==> src/rtl/igr_wadj_fc_ctrl.sv <==
// Ingress flow-control/drop stage between MAC RX and the width-adjust buffer.
// Drops whole packets above the drop level, raises rx_pause with hysteresis, keeps saturating stats.
module igr_wadj_fc_ctrl #(
  parameter int DATA_W     = 64,
  parameter int FILL_W     = 16,
  parameter int PAUSE_HYST = 64,
  parameter int PAUSE_MIN  = 32
) (
  input  logic              clk,
  input  logic              reset_n,
  input  logic              cfg_rx_pause_en,
  input  logic [15:0]       cfg_rx_pause_threshold,
  input  logic [15:0]       cfg_drop_threshold,
  input  logic [FILL_W-1:0] fifo_fill,
  input  logic              in_valid,
  input  logic              in_sop,
  input  logic              in_eop,
  input  logic [DATA_W-1:0] in_data,
  output logic              out_valid,
  output logic              out_sop,
  output logic              out_eop,
  output logic [DATA_W-1:0] out_data,
  output logic              rx_pause,
  input  logic              stat_clr,
  output logic [31:0]       drop_pkt_cnt,
  output logic [31:0]       pause_evt_cnt,
  output logic [31:0]       orphan_beat_cnt
);

  localparam int TMR_W = (PAUSE_MIN > 2) ? $clog2(PAUSE_MIN) : 1;

  typedef enum logic [1:0] {
    IDLE      = 2'd0,
    XOFF      = 2'd1,
    XOFF_HOLD = 2'd2
  } pause_state_e;

  pause_state_e state_q, state_d;
  logic [TMR_W-1:0] timer_q, timer_d;
  logic             rx_pause_q;

  logic in_pkt_q, in_pkt_d;
  logic drop_cur_q, drop_cur_d;
  logic out_valid_q, out_sop_q, out_eop_q;
  logic [DATA_W-1:0] out_data_q;
  logic [31:0] drop_cnt_q, drop_cnt_d;
  logic [31:0] pause_cnt_q, pause_cnt_d;
  logic [31:0] orphan_cnt_q, orphan_cnt_d;

  logic [15:0] fill_ext;
  logic [15:0] hyst_ext;
  logic [15:0] low_mark;
  logic        drop_now;
  logic        keep;
  logic        orphan;
  logic        drop_sop;
  logic        pause_evt;

  assign fill_ext = 16'(fifo_fill);
  assign hyst_ext = 16'(PAUSE_HYST);
  assign low_mark = (cfg_rx_pause_threshold > hyst_ext) ? (cfg_rx_pause_threshold - hyst_ext) : 16'd0;
  assign drop_now = (fill_ext >= cfg_drop_threshold);

  function automatic logic [31:0] satNext(input logic [31:0] cnt, input logic inc, input logic clr);
    if (clr)
      return 32'd0;
    else if (inc && (cnt != 32'hFFFF_FFFF))
      return cnt + 32'd1;
    else
      return cnt;
  endfunction

  // The drop decision is latched on SOP so a packet in flight never changes fate.
  always_comb begin
    keep       = 1'b0;
    orphan     = 1'b0;
    drop_sop   = 1'b0;
    in_pkt_d   = in_pkt_q;
    drop_cur_d = drop_cur_q;
    if (in_valid) begin
      if (in_sop) begin
        drop_cur_d = drop_now;
        in_pkt_d   = !in_eop;
        keep       = !drop_now;
        drop_sop   = drop_now;
      end else if (in_pkt_q) begin
        keep = !drop_cur_q;
        if (in_eop)
          in_pkt_d = 1'b0;
      end else begin
        orphan = 1'b1;
      end
    end
  end

  // XOFF spends PAUSE_MIN-1 cycles counting down, so with one HOLD cycle pause lasts at least PAUSE_MIN.
  always_comb begin
    state_d   = state_q;
    timer_d   = timer_q;
    pause_evt = 1'b0;
    if (!cfg_rx_pause_en) begin
      state_d = IDLE;
    end else begin
      case (state_q)
        IDLE: begin
          if (fill_ext >= cfg_rx_pause_threshold) begin
            state_d   = XOFF;
            timer_d   = TMR_W'(PAUSE_MIN - 1);
            pause_evt = 1'b1;
          end
        end
        XOFF: begin
          if (timer_q != '0)
            timer_d = timer_q - TMR_W'(1);
          if (timer_q <= TMR_W'(1))
            state_d = XOFF_HOLD;
        end
        XOFF_HOLD: begin
          if (fill_ext < low_mark)
            state_d = IDLE;
        end
        default: state_d = IDLE;
      endcase
    end
  end

  always_comb begin
    drop_cnt_d   = satNext(drop_cnt_q, drop_sop, stat_clr);
    pause_cnt_d  = satNext(pause_cnt_q, pause_evt, stat_clr);
    orphan_cnt_d = satNext(orphan_cnt_q, orphan, stat_clr);
  end

  always_ff @(posedge clk or negedge reset_n) begin
    if (!reset_n) begin
      state_q      <= IDLE;
      timer_q      <= '0;
      rx_pause_q   <= 1'b0;
      in_pkt_q     <= 1'b0;
      drop_cur_q   <= 1'b0;
      out_valid_q  <= 1'b0;
      out_sop_q    <= 1'b0;
      out_eop_q    <= 1'b0;
      drop_cnt_q   <= '0;
      pause_cnt_q  <= '0;
      orphan_cnt_q <= '0;
    end else begin
      state_q      <= state_d;
      timer_q      <= timer_d;
      rx_pause_q   <= (state_d != IDLE);
      in_pkt_q     <= in_pkt_d;
      drop_cur_q   <= drop_cur_d;
      out_valid_q  <= keep;
      out_sop_q    <= keep & in_sop;
      out_eop_q    <= keep & in_eop;
      drop_cnt_q   <= drop_cnt_d;
      pause_cnt_q  <= pause_cnt_d;
      orphan_cnt_q <= orphan_cnt_d;
    end
  end

  // Data carries no reset; it is only meaningful while out_valid is high.
  always_ff @(posedge clk) begin
    if (in_valid)
      out_data_q <= in_data;
  end

  assign out_valid       = out_valid_q;
  assign out_sop         = out_sop_q;
  assign out_eop         = out_eop_q;
  assign out_data        = out_data_q;
  assign rx_pause        = rx_pause_q;
  assign drop_pkt_cnt    = drop_cnt_q;
  assign pause_evt_cnt   = pause_cnt_q;
  assign orphan_beat_cnt = orphan_cnt_q;

endmodule
==> config.mk <==
export PLATFORM = sky130hd
export DESIGN_NAME = igr_wadj_fc_ctrl
export DESIGN_NICKNAME = d
export VERILOG_FILES = /design/src/rtl/igr_wadj_fc_ctrl.sv
export SDC_FILE = /design/constraint.sdc
export NUM_CORES = 1
export LEC_CHECK = 0
export ABC_CLOCK_PERIOD_IN_PS = 4000
export CORE_MARGIN = 4
export CORE_UTILIZATION = 30
export DETAILED_ROUTE_END_ITERATION = 12
export SYNTH_ARGS = -nofsm -noshare
export SYNTH_HDL_FRONTEND = slang
export SYNTH_SLANG_ARGS = --single-unit
==> constraint.sdc <==
create_clock -name clk -period 4 [get_ports clk]
set_input_delay 0.8 -clock clk [delete_from_list [all_inputs] [get_ports clk]]
set_output_delay 0.8 -clock clk [all_outputs]
set_load 0.01 [all_outputs]
==> run notes, run 1 <==
Notes on the physical implementation.

- The number of pins with negative max-slew slack in the final report is 0, for reference.
- Setup repair after global routing left no endpoint under its margin.
- In this run the power density over the cells is 320.8 mW/mm^2.
- The buffering overhead is 22.71%, for reference.
- The highest cell delay on the worst timing path is 0.60 ns, for reference.
- The clock network latency to the later pin of the worst-skew pair is 0.42 ns, for reference.
- Logic depth along the worst register-to-register path is recorded as 9.
- Walking the critical path from launch to capture passes 13 cell instances.
- For this run the top cell type by instance count after synthesis was sky130_fd_sc_hd__dfrtp_1.
- The core region is ~0.03 sq mm.
- The first global-routing pass estimated ~42000 um of wire.
- The average via count per standard cell is 4.930, for reference.
- The slowest stage of the critical path is the sky130_fd_sc_hd__or4_1 cell.
- The flow ran to the end, and the final reports show no timing, DRC or antenna violations.
- The clock period minus final worst setup slack is approximately 3.4 ns, for reference.
- By area, the combinational part of the netlist is dominated by simple AND/OR/NAND/NOR gates.
- The via count of the first global-routing pass is 7699.
- The sum of buffers and inverters on the critical path is 1, for reference.
- The power report lists cell-internal power as 0.003184 W.
- The number of sinks driven by the clock tree is 173, for reference.
- The final wirelength is 26330 um, for reference.
- The worst setup path endpoint is rx_pause, for reference.
- The layout report lists the clock-cell share of area as 4.736%.
- The critical path goes through clkdlybuf4s50_1 -> or4_1 -> nor4_2 -> nand3_1 -> nand2_1 -> ha_1 -> a21oi_1 -> nand2_1 -> nand2_1 -> a41oi_1 -> o21ai_0 -> a2111o_1 -> nand3b_1.
- The final net count is ~1.4k, for reference.
- The leftover overflow at the end of global routing is 0, for reference.
- Once layout is done, the placed cells without fillers occupy 0.01294 sq mm.
- The H-tree was split into 4 levels.
- The number of antenna violations at the first check in global routing came to 0.
- The report lists the number of standard-cell rows as roughly 63.
- Per the post-synthesis report, the nets total 1069.
- The synthesis-to-layout area growth is 43.20%, for reference.
- The clock group total power is 0.00167 W, for reference.
- The well tap count is around 400, for reference.
- The buffer type at the clock tree root is sky130_fd_sc_hd__clkbuf_16, for reference.
- sky130_fd_sc_hd__dfrtp_1 takes more of the synthesized area than any other cell.
- Looking at the power breakdown, combinational cells take 12.8% of the total.
- The number of I/O pins is 283, for reference.
-- run 1: per-layer routing --
metal	GRT usage, %	vias to the layer above	wire length, um
met4	3.663	0	287
met2	27.16	264	12740
li1	-	3791	-
met3	4.307	13	1762
met1	20.07	3732	11530
met5	0	-	0
-- run 1: flip-flops by register name, indices dropped and copies added (netlist names) --
name	flops
out_sop	1
state_q	2
in_pkt_q	1
pause_evt_cnt	32
rx_pause	1
drop_cur_q	1
out_eop	1
out_valid	1
orphan_beat_cnt	32
drop_pkt_cnt	32
timer_q	5
out_data	64
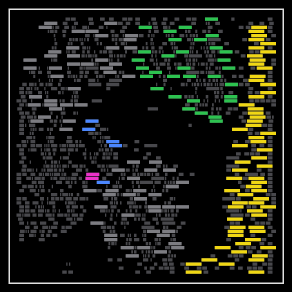
Figure 1: run 1, sequential cells grouped by signal name.
Scale: 1.5 px per um. Other sequential cells in the stronger gray, the rest of the logic in the fainter gray.
`state_q`: drawn in magenta, placed flops 2. `timer_q`: drawn in blue, placed flops 5. `drop_pkt_cnt`: drawn in green, placed flops 32. `out_data`: drawn in yellow, placed flops 64, where a column on the right.
Another 70 sequential cells are not colored.
sequential cell area: 0.004649 sq mm
share of cell area taken by flip-flops and latches: 35.92%
Layout Utilization: 43.56%
Power Sequential: 0.00195 W

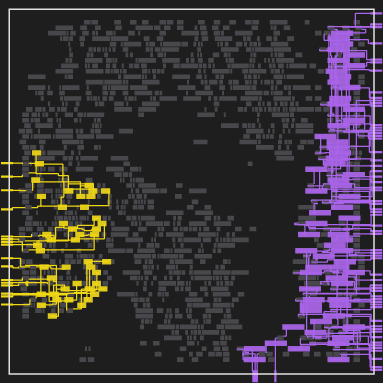
Figure 2: run 1, wires at chosen ports, followed through buffers.
Scale: 2 px per um.
`in_data`: drawn in purple, bits 64, direction input, edge 60 east, 4 south, end cells 64, buffers 64, wire 2740 um. `fifo_fill`: drawn in yellow, bits 16, direction input, edge west, end cells 46, buffers 16, wire 876 um.

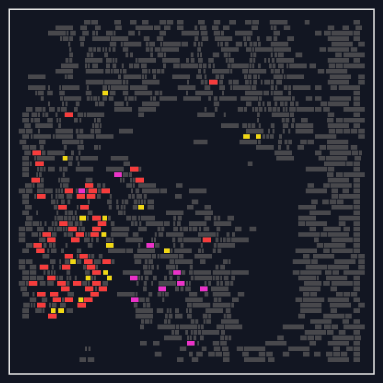
Figure 3: run 1, selected gate families.
Scale: 2 px per um.
non-inverting ao/oa cells: drawn in yellow, cells 17. mux cells: drawn in magenta, cells 10. fa/ha/maj cells: drawn in red, cells 54.
final standard cell count with taps included and fillers excluded: 1582
multi-input logic portion of the cell area: 31.33%
leading cell type in the layout, fill and taps excluded: sky130_fd_sc_hd__clkdlybuf4s50_1

==> run 2, diff against run 1 <==
- ABC_CLOCK_PERIOD_IN_PS: 4000 -> 3000
- clock period: 4 -> 3 ns (I/O delays scaled with it)
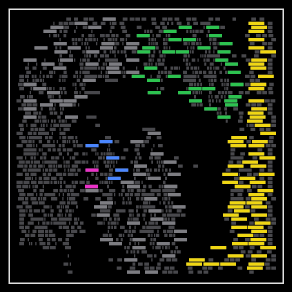
Figure 4: run 2, sequential cells grouped by signal name.
Scale: 1.5 px per um. Other sequential cells in the stronger gray, the rest of the logic in the fainter gray.
`state_q`: drawn in magenta, placed flops 2. `drop_pkt_cnt`: drawn in green, placed flops 32. `out_data`: drawn in yellow, placed flops 64, where a column on the right. `timer_q`: drawn in blue, placed flops 5.
Another 70 sequential cells are not colored.
Power Sequential: 0.00259 W
share of cell area taken by flip-flops and latches: 33.65%
Layout Utilization: 46.50%

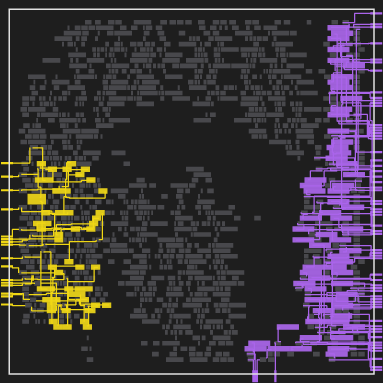
Figure 5: run 2, wires at chosen ports, followed through buffers.
Scale: 2 px per um.
`fifo_fill`: drawn in yellow, bits 16, direction input, edge west, end cells 46, buffers 32, wire 999 um. `in_data`: drawn in purple, bits 64, direction input, edge 60 east, 4 south, end cells 64, buffers 64, wire 2620 um.

==> run 2 against run 1 <==
Net effect: clock-buffer cell count shrank 10; clock power grew 28%; first-iteration DRC count grew 0.26%; cell count grew 4.5%; combinational power grew 59%; non-clock buffer count grew 71; global-route usage grew 0.61 points; critical path type unchanged.
==> run notes, run 2 <==
Notes on the physical implementation.

- Outcome: complete, no violations (unchanged).
- The worst setup path endpoint is pause_evt_cnt[10] (was rx_pause), for reference.
- The internal cell power is 0.004171 W (was 0.003184 W).
- The leftover overflow at the end of global routing is 0 (unchanged), for reference.
- The beginning of the worst register-to-register path is pause_evt_cnt[7] (was pause_evt_cnt[0]), for reference.
- The sum of routed wire segments on met1 came to 11910 um (was 11530 um).
- The post-synthesis compound-gate area fraction is 9.855% (unchanged), for reference.
- The critical path depth in cells is 12 (was 13), for reference.
- The antenna violation net count after detailed routing is 0 (unchanged).
- The floorplan net count was 1069 (unchanged).
- The number of I/O pins is 283 (unchanged), for reference.
- The flip-flop count of the largest register after layout was 64 (unchanged).
- The total met3 wirelength after detailed routing is 1991 um (was 1762 um).
- The most congested layer reported by global routing is met2 (unchanged), for reference.
- The via count of the first global-routing pass is 8124 (was 7699).
- The number of pins with negative max-slew slack in the final report is 0 (unchanged).
- The finished layout cell area was 0.01382 sq mm (was 0.01294 sq mm).
- The count of final setup violators is 0 (unchanged), for reference.
- The well tap count came to 390 (unchanged).
- The wire length of the first global-routing pass is 43940 um (was 42280 um), for reference.
- The clock network latency to the later pin of the worst-skew pair was 0.42 ns (about the same).
- The average via count per standard cell came to 4.927 (was 4.930).
- The total power density per cell area is 403.2 mW/mm^2 (was 320.8 mW/mm^2).
- The synthesis-to-layout area growth is 52.86% (was 43.20%), for reference.
- The final net count came to 1423 (was 1352).
- The cell accounting for the most synthesized area is sky130_fd_sc_hd__dfrtp_1 (unchanged).
- The met3 capacity usage during global routing is 4.407% (was 4.307%), for reference.
- The part of the total power dissipated in combinational logic is 15.2% (was 12.8%), for reference.
- The sum of buffers and inverters on the critical path is 4 (was 1), for reference.
- The H-tree depth is 4 (unchanged), for reference.
- The met1 routing resource usage after global routing is 20.58% (was 20.07%), for reference.
- The clock period minus final worst setup slack is 2.938 ns, for reference.
- The buffer type at the clock tree root is sky130_fd_sc_hd__clkbuf_16 (unchanged).
- The proportion of cell area spent on the clock network is 4.056% (was 4.736%).
- The buffering overhead was 26.02% (was 22.71%).
- The flip-flop and latch area is 0.004649 sq mm (unchanged).
- The flop count is 173 (unchanged), for reference.
- The proportion of cell area occupied by multi-input gates came to 31.30% (was 31.33%).
- The biggest combinational cell group after synthesis is simple AND/OR/NAND/NOR gates (unchanged).
- The global-route track usage on met2 is 28.47% (was 27.16%), for reference.
- The slowest stage cell on the critical path is sky130_fd_sc_hd__or4_4 (was sky130_fd_sc_hd__or4_1), for reference.
- The dominant cell by count in the synthesized netlist was sky130_fd_sc_hd__dfrtp_1 (unchanged).
- The number of sinks driven by the clock tree was 173 (unchanged).
- The worst-case reg-to-reg path depth is 10 (was 9), for reference.
- The dominant logic cell type in the layout is sky130_fd_sc_hd__clkdlybuf4s50_1 (unchanged).
- The highest cell delay on the worst timing path is 0.57 ns (was 0.60 ns), for reference.
- The uppermost layer routed was met5 (was met4).
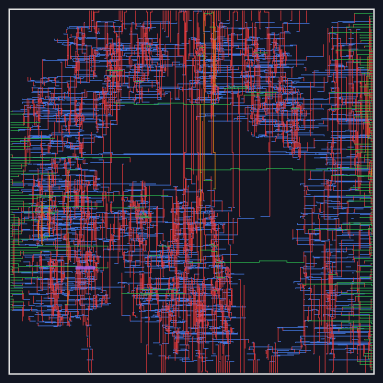
Figure 6: run 2, routed metal, one color a layer.
Scale: 2 px per um.
M5: drawn in purple, wire length 8.30 um. M4: drawn in orange, wire length 482 um. M3: drawn in green, wire length 1990 um. M1: drawn in blue, wire length 11900 um. M2: drawn in red, wire length 13600 um.
global routing usage summed across all routing layers: 16.47%
Detailed Route WL: 28020 um
WL/cell: 16.95 um
vias after detailed routing: 8144

-- run 2: metrics by stage --
| stage | instances | hold slack [ns] | setup TNS, ns | setup slack (ns) | utilization, % |
|---|---|---|---|---|---|
| 5_1_grt | 1653 | 0.1959 | 0 | 0.004352 | 46.50 |
| 3_3_place_gp | 1617 | 0.4899 | -21.61 | -0.4589 | 43.23 |
| 4_1_cts | 1651 | 0.1798 | -0.00002709 | -0.00002709 | 45.46 |
| 3_5_place_dp | 1617 | 0.5024 | -24.57 | -0.5742 | 43.23 |
| 2_1_floorplan | 896 | 0.3044 | 0 | 0.06975 | - |
| 6_report | 1653 | 0.1674 | 0 | 0.06159 | 46.50 |
Figure 7. Clock nets (run 2).
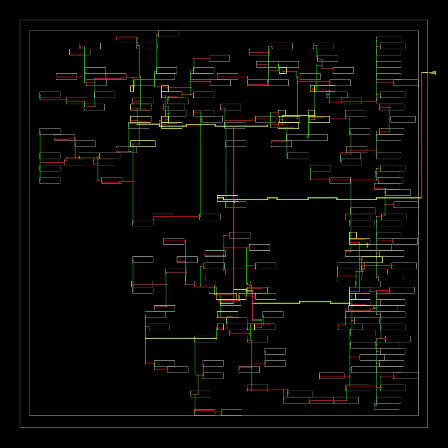

==> run 3, diff against run 2 <==
- CORE_ASPECT_RATIO: unset -> 0.75
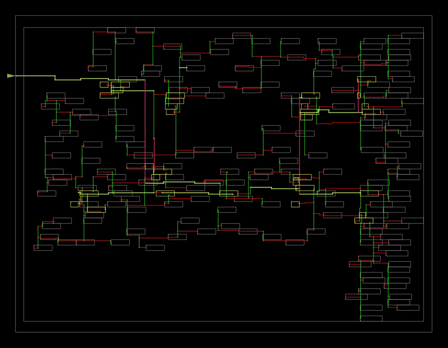
Figure 8: run 3, clock nets.
total clock sinks: 173
power dissipated in the clock network: 0.00223 W
Layout clock buffers: 18
Clock Skews: 0.01244 ns
flip-flop and latch count: 173

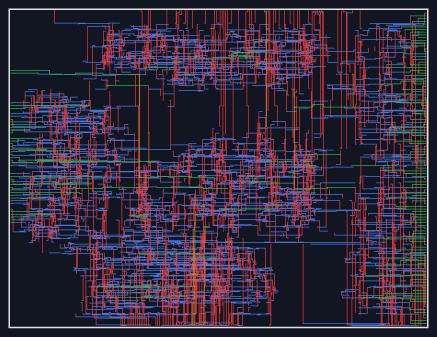
Figure 9: run 3, routed metal, one color a layer.
Scale: 2 px per um.
M2: drawn in red, wire length 13400 um. M1: drawn in blue, wire length 13700 um. M4: drawn in orange, wire length 352 um. M3: drawn in green, wire length 2110 um.
WL/cell: 17.82 um
global routing usage summed across all routing layers: 17.38%
Detailed Route WL: 29510 um
vias after detailed routing: 8117

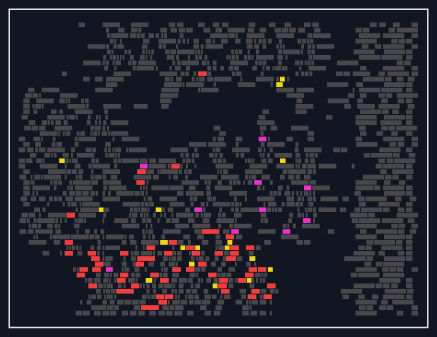
Figure 10: run 3, selected gate families.
Scale: 2 px per um.
non-inverting ao/oa cells: drawn in yellow, cells 17. mux cells: drawn in magenta, cells 10. fa/ha/maj cells: drawn in red, cells 54.
final standard cell count with taps included and fillers excluded: 1656
multi-input logic portion of the cell area: 30.66%

==> run 3 against run 2 <==
Net effect: routed wire length up 5.3%; sequential share of layout area up 0.44 points; combinational power down 1%; fmax up 0.57%; clock skew up 0.0019 ns; global-route usage up 0.91 points; critical path depth up 4; non-clock buffer count up 1; critical path type unchanged; largest cell class unchanged; largest power group unchanged; highest routed layer is now met4.
==> run notes, run 3 <==
Notes on the physical implementation.

- The uppermost layer routed is met4 (was met5).
- Outcome: complete, no violations (unchanged).
- The final hold slack is 0.2125 ns (was 0.1674 ns), for reference.
- The internal cell power is 0.004136 W (was 0.004171 W).
- The synthesis-to-layout area growth came to 50.87% (was 52.86%).
- The buffering overhead is 25.87% (was 26.02%), for reference.
- The power consumed by sequential cells was 0.00259 W (about the same).
- The sum of routed wire segments on met1 is 13690 um (was 11910 um), for reference.
- The floorplan row count is 54 (was 63), for reference.
- The number of pins with negative max-slew slack in the final report is 0 (unchanged), for reference.
- The dominant logic cell type in the layout was sky130_fd_sc_hd__clkdlybuf4s50_1 (unchanged).
- The number of antenna violations at the first check in global routing came to 0 (was 1).
- The cell area after synthesis is 0.009040 sq mm (unchanged), for reference.
- The total placed cells including tap cells is 1619 (was 1617), for reference.
- The worst setup margin is 0.07816 ns (was 0.06159 ns), for reference.
- The sum of negative setup slack is 0 ns (unchanged).
- The finished layout cell area is 0.01364 sq mm (was 0.01382 sq mm), for reference.
- The flip-flop count of the largest register after layout was 64 (unchanged).
- The met3 capacity usage during global routing is 4.964% (was 4.407%).
- The highest cell delay on the worst timing path is 0.51 ns (was 0.57 ns), for reference.
- The share of the synthesized netlist area taken by xor and xnor gates came to 4.651% (unchanged).
- The proportion of cell area spent on the clock network is 4.321% (was 4.056%), for reference.
- The buffer type at the clock tree root is sky130_fd_sc_hd__clkbuf_16 (unchanged), for reference.
- The number of I/O pins is 283 (unchanged), for reference.
- The H-tree depth is 4 (unchanged), for reference.
- RSZ-0062 raised after global routing: yes (was no).
- The total met3 wirelength after detailed routing came to 2114 um (was 1991 um).
- The final core utilization is 46.40% (was 46.50%), for reference.
- The part of the total power dissipated in combinational logic is 14.7% (was 15.2%).
- The average via count per standard cell is 4.902 (was 4.927).
- The antenna violation net count after detailed routing is 0 (unchanged).
- The met2 wire length is 13350 um (was 13640 um), for reference.
- The count of final setup violators was 0 (unchanged).
- The post-placement worst setup slack is -0.5376 ns (was -0.5742 ns), for reference.
- The via count of the first global-routing pass is 7777 (was 8124), for reference.
- The dominant cell by count in the synthesized netlist is sky130_fd_sc_hd__dfrtp_1 (unchanged), for reference.
- The flip-flop and latch area is 0.004649 sq mm (unchanged), for reference.
- The post-synthesis compound-gate area fraction was 9.855% (unchanged).
- The leftover overflow at the end of global routing is 0 (unchanged).
- The clock network latency to the later pin of the worst-skew pair is 0.43 ns (was 0.42 ns), for reference.
- The share of the final layout cell area in sequential cells was 34.09% (was 33.65%).
- The final net count is 1424 (was 1423), for reference.
- The well tap count came to 392 (was 390).
- The clock period minus final worst setup slack is 2.922 ns (was 2.938 ns).
- The most congested layer reported by global routing is met2 (unchanged), for reference.
- The wire length of the first global-routing pass is 44970 um (was 43940 um), for reference.
run 3: cell counts after synthesis:
Identical to the previous run, type by type.
run 3: worst paths after layout:
kind	startpoint	end	cells past startpoint	slack (ns)
worst max-delay path	cfg_rx_pause_threshold[7]	rx_pause	16	0.08
worst min-delay path	reset_n	drop_pkt_cnt[30]	1	0.21
worst max register to register	orphan_beat_cnt[2]	orphan_beat_cnt[15]	7	0.33
worst min register to register	drop_cur_q	drop_cur_q	2	0.53
max in group asynchronous	reset_n	pause_evt_cnt[1]	2	2.07
min in group clk	drop_cur_q	drop_cur_q	2	0.53
run 3: timing repair:
action	in CTS	in global routing
pin swaps	0	13
setup buffers	0	3
setup endpoints to repair	4	29
resized	5	24
gates cloned	0	2
Power and IR drop assume default switching activity.
